**src/rtl/rom_image_fetch.sv**
```systemverilog
// rtl/rom_image_fetch.sv - places a ROM-held RGB565 image on the TFT visible area over a fill colour.
// Optional colour-bar test pattern: define ROM_IMAGE_FETCH_TEST_PATTERN_EN to add the test_mode input.
module rom_image_fetch #(
    parameter int          IMG_W    = 128,
    parameter int          IMG_H    = 128,
    parameter int          IMG_X    = 100,
    parameter int          IMG_Y    = 80,
    parameter int          ROM_LAT  = 2,
    parameter int          ADDR_W   = 14,
    parameter logic [15:0] BG_COLOR = 16'h0000
) (
    input  logic              clk_ctrl,
    input  logic              reset,
    input  logic              disp_data_req,
    input  logic [11:0]       visible_hcount,
    input  logic [11:0]       visible_vcount,
    input  logic              frame_begin,
`ifdef ROM_IMAGE_FETCH_TEST_PATTERN_EN
    input  logic              test_mode,
`endif
    output logic [ADDR_W-1:0] rom_addr,
    output logic              rom_rd,
    input  logic [15:0]       rom_data,
    output logic [15:0]       disp_data,
    output logic              frame_done
);

    localparam int                LAT       = ROM_LAT + 1;
    localparam logic [31:0]       H_LO      = 32'(IMG_X - LAT);
    localparam logic [31:0]       H_HI      = 32'(IMG_X - LAT + IMG_W);
    localparam logic [31:0]       V_LO      = 32'(IMG_Y);
    localparam logic [31:0]       V_HI      = 32'(IMG_Y + IMG_H);
    localparam logic [ADDR_W-1:0] LAST_ADDR = ADDR_W'(IMG_W * IMG_H - 1);

    typedef enum logic [1:0] {
        S_WAIT_FRAME,
        S_ACTIVE,
        S_DONE
    } state_t;

    state_t            r_state;
    state_t            w_state_nxt;
    logic [ADDR_W-1:0] r_addr_cnt;
    logic [ADDR_W-1:0] w_addr_cnt_nxt;
    logic [ADDR_W-1:0] r_rom_addr;
    logic              r_rom_rd;
    logic              r_frame_done;
    logic              w_last;
    logic [LAT-1:0]    r_hit_sr;
    logic              w_hit;
    logic              w_hit_d;
    logic              w_in_window;
    logic              w_rd_en;
    logic [31:0]       w_h32;
    logic [31:0]       w_v32;

    assign w_h32 = {20'd0, visible_hcount};
    assign w_v32 = {20'd0, visible_vcount};

    // Window is shifted LAT columns left so the fetched pixel arrives on its own column.
    assign w_in_window = disp_data_req
                       && (w_v32 >= V_LO) && (w_v32 < V_HI)
                       && (w_h32 >= H_LO) && (w_h32 < H_HI);

    // A frame start pre-empts any fetch in the same cycle.
    assign w_hit   = w_in_window && (r_state == S_ACTIVE) && !frame_begin;
    assign w_hit_d = r_hit_sr[LAT-1];

`ifdef ROM_IMAGE_FETCH_TEST_PATTERN_EN
    localparam logic [31:0] BAR_W = 32'(IMG_W / 8);

    logic [31:0]       w_col_off;
    logic [2:0]        w_bar_idx;
    logic [2:0]        r_bar_sr [LAT];
    logic [LAT-1:0]    r_tm_sr;
    logic [15:0]       w_bar_color;

    assign w_col_off = w_h32 - H_LO;
    assign w_bar_idx = 3'(w_col_off / BAR_W);
    assign w_rd_en   = w_hit && !test_mode;

    always_ff @(posedge clk_ctrl or posedge reset) begin
        if (reset) begin
            r_tm_sr <= '0;
            for (int i = 0; i < LAT; i++) begin
                r_bar_sr[i] <= 3'd0;
            end
        end else begin
            r_tm_sr     <= {r_tm_sr[LAT-2:0], test_mode};
            r_bar_sr[0] <= w_bar_idx;
            for (int i = 1; i < LAT; i++) begin
                r_bar_sr[i] <= r_bar_sr[i-1];
            end
        end
    end

    always_comb begin
        w_bar_color = 16'h0000;
        case (r_bar_sr[LAT-1])
            3'd0:    w_bar_color = 16'hFFFF;
            3'd1:    w_bar_color = 16'hFFE0;
            3'd2:    w_bar_color = 16'h07FF;
            3'd3:    w_bar_color = 16'h07E0;
            3'd4:    w_bar_color = 16'hF81F;
            3'd5:    w_bar_color = 16'hF800;
            3'd6:    w_bar_color = 16'h001F;
            default: w_bar_color = 16'h0000;
        endcase
    end

    always_comb begin
        disp_data = BG_COLOR;
        if (w_hit_d) begin
            disp_data = r_tm_sr[LAT-1] ? w_bar_color : rom_data;
        end
    end
`else
    assign w_rd_en = w_hit;

    always_comb begin
        disp_data = BG_COLOR;
        if (w_hit_d) begin
            disp_data = rom_data;
        end
    end
`endif

    always_comb begin
        w_state_nxt    = r_state;
        w_addr_cnt_nxt = r_addr_cnt;
        w_last         = 1'b0;
        if (frame_begin) begin
            w_state_nxt    = S_ACTIVE;
            w_addr_cnt_nxt = '0;
        end else if (w_hit) begin
            w_addr_cnt_nxt = r_addr_cnt + 1'b1;
            if (r_addr_cnt == LAST_ADDR) begin
                w_state_nxt = S_DONE;
                w_last      = 1'b1;
            end
        end
    end

    always_ff @(posedge clk_ctrl or posedge reset) begin
        if (reset) begin
            r_state      <= S_WAIT_FRAME;
            r_addr_cnt   <= '0;
            r_rom_addr   <= '0;
            r_rom_rd     <= 1'b0;
            r_frame_done <= 1'b0;
            r_hit_sr     <= '0;
        end else begin
            r_state      <= w_state_nxt;
            r_addr_cnt   <= w_addr_cnt_nxt;
            r_rom_rd     <= w_rd_en;
            r_frame_done <= w_last;
            r_hit_sr     <= {r_hit_sr[LAT-2:0], w_hit};
            if (w_hit) begin
                r_rom_addr <= r_addr_cnt;
            end
        end
    end

    assign rom_addr   = r_rom_addr;
    assign rom_rd     = r_rom_rd;
    assign frame_done = r_frame_done;

endmodule

```
**config.mk**
```make
export PLATFORM = sky130hd
export DESIGN_NAME = rom_image_fetch
export DESIGN_NICKNAME = d
export VERILOG_FILES = /design/src/rtl/rom_image_fetch.sv
export SDC_FILE = /design/constraint.sdc
export NUM_CORES = 1
export LEC_CHECK = 0
export CAP_MARGIN = 30
export CORE_ASPECT_RATIO = 1.1
export CORE_MARGIN = 1.5
export CORE_UTILIZATION = 44
export CTS_BUF_LIST = sky130_fd_sc_hd__clkbuf_16
export DETAILED_ROUTE_END_ITERATION = 6
export PLACE_DENSITY = 0.85
export SLEW_MARGIN = 30
export SYNTH_ARGS = -nofsm -noshare
export SYNTH_HDL_FRONTEND = slang
export SYNTH_SLANG_ARGS = --single-unit
```
**constraint.sdc**
```tcl
create_clock -name clk_ctrl -period 3.7 [get_ports clk_ctrl]
set_input_delay 0.74 -clock clk_ctrl [delete_from_list [all_inputs] [get_ports clk_ctrl]]
set_output_delay 0.74 -clock clk_ctrl [all_outputs]
set_load 0.05 [all_outputs]
```
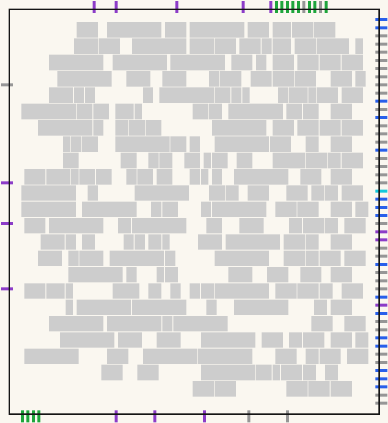
Fig. 1. Pin map.
Scale: 6 px per um. Pins as bars across the die edge, other pins in gray.
| port | color | pins | direction | edge |
|---|---|---|---|---|
| frame_done | cyan | 1 | output | east |
| disp_data | blue | 16 | output | east |
| rom_addr | purple | 14 | output | 5 north, 3 west, 3 east, 3 south |
| visible_vcount | green | 12 | input | 8 north, 4 south |
all pins by edge: 48 east, 15 north, 9 south, 4 west

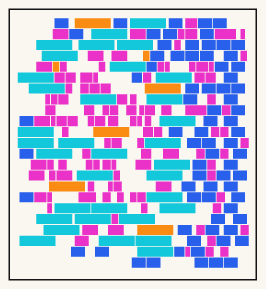
Fig. 2. Placement by cell class.
Scale: 4 px per um.
| class | color | cells | share of their area |
|---|---|---|---|
| other buffers and delay cells | blue | 74 | 30% |
| flip-flops | cyan | 34 | 34% |
| clock drivers and dummy loads | orange | 7 | 5.5% |
| all other logic | magenta | 109 | 30% |

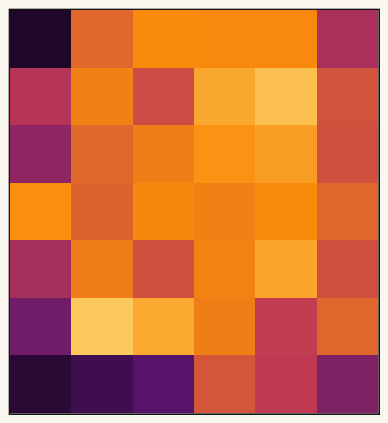
Fig. 3. Local utilization.
Scale: 6 px per um. The die is cut into 6 by 7 equal tiles; black is low, pale yellow is high, 0 to 100% covered.
emptiest ninth of the die: south-west
tiles over 75% full: 19%
mean over tiles: 60%
fullest tile: 88%

==> ci_impl_report.md <==
### Yosys + OpenROAD results

| Metric | Value |
|---|---|
| Status | `finished, final reports clean` |
| Dpl hpwl | `around 2900 um` |
| Cell with the most instances after synthesis | `dfrtp_1` |
| Cell Type Count | `30` |
| Yosys synthesis chip area | `~1700 um2` |
| Internal power | `0.654 mW` |
| Crit path max-delay family | `buffers and inverters` |
| Clk slew on worst S/H paths | `approximately 0.05 ns` |
| Reg2reg path depth | `6` |
| RR Startpoint | `r_state[0]` |
| VDD IR-drop max | `roughly 0.23 mV` |
| Register area | `between 800 and 900 um2` |
| Flip-flops | `34` |
| Synth Seq Share | `0.516` |
| Final net count | `between 200 and 300` |
| Setup-failing EPs final | `0` |
| Avg Inst Size Synth | `between 10 and 15 um2` |
| Compound Share, Synth | `0.111` |
| Max-cap violation count | `0` |
| Arr. time, crit path | `around 2.1 ns` |
| Final hold viol count | `0` |
| Area-dominant cell class after layout | `flip-flops and latches` |
| Syn nets | `about 200` |
| CTS buffer count | `5` |
| Crit-path cells | `clkdlybuf4s50_1 > and2_1 > clkdlybuf4s50_1` |
| Main flop type | `dfrtp_1` |
| Placed standard-cell area | `between 2000 and 2500 um2` |
| Count of tool warnings | `30` |
| Resize count post-CTS | `0` |
| Layout cell share with drive strength beyond 1 | `0.125` |
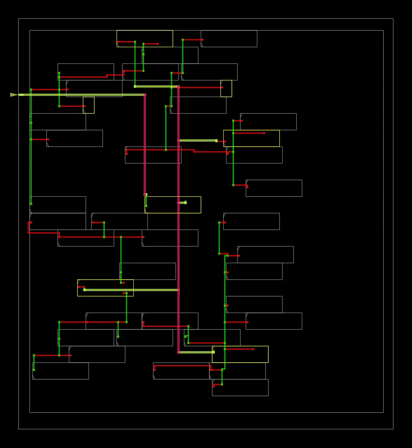
Fig. 4. Clock nets.
clkbuf count: 5
clk_skew: 0.00441 ns

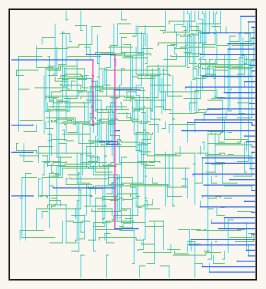
Fig. 5. Routed metal, one color a layer.
Scale: 4 px per um.
| layer | color | wire length |
|---|---|---|
| met1 | green | 1,530 um |
| met2 | cyan | 1,850 um |
| met3 | blue | 444 um |
| met4 | magenta | 59.8 um |

Power figures rest on the tool's default switching activity, not on a simulated workload.
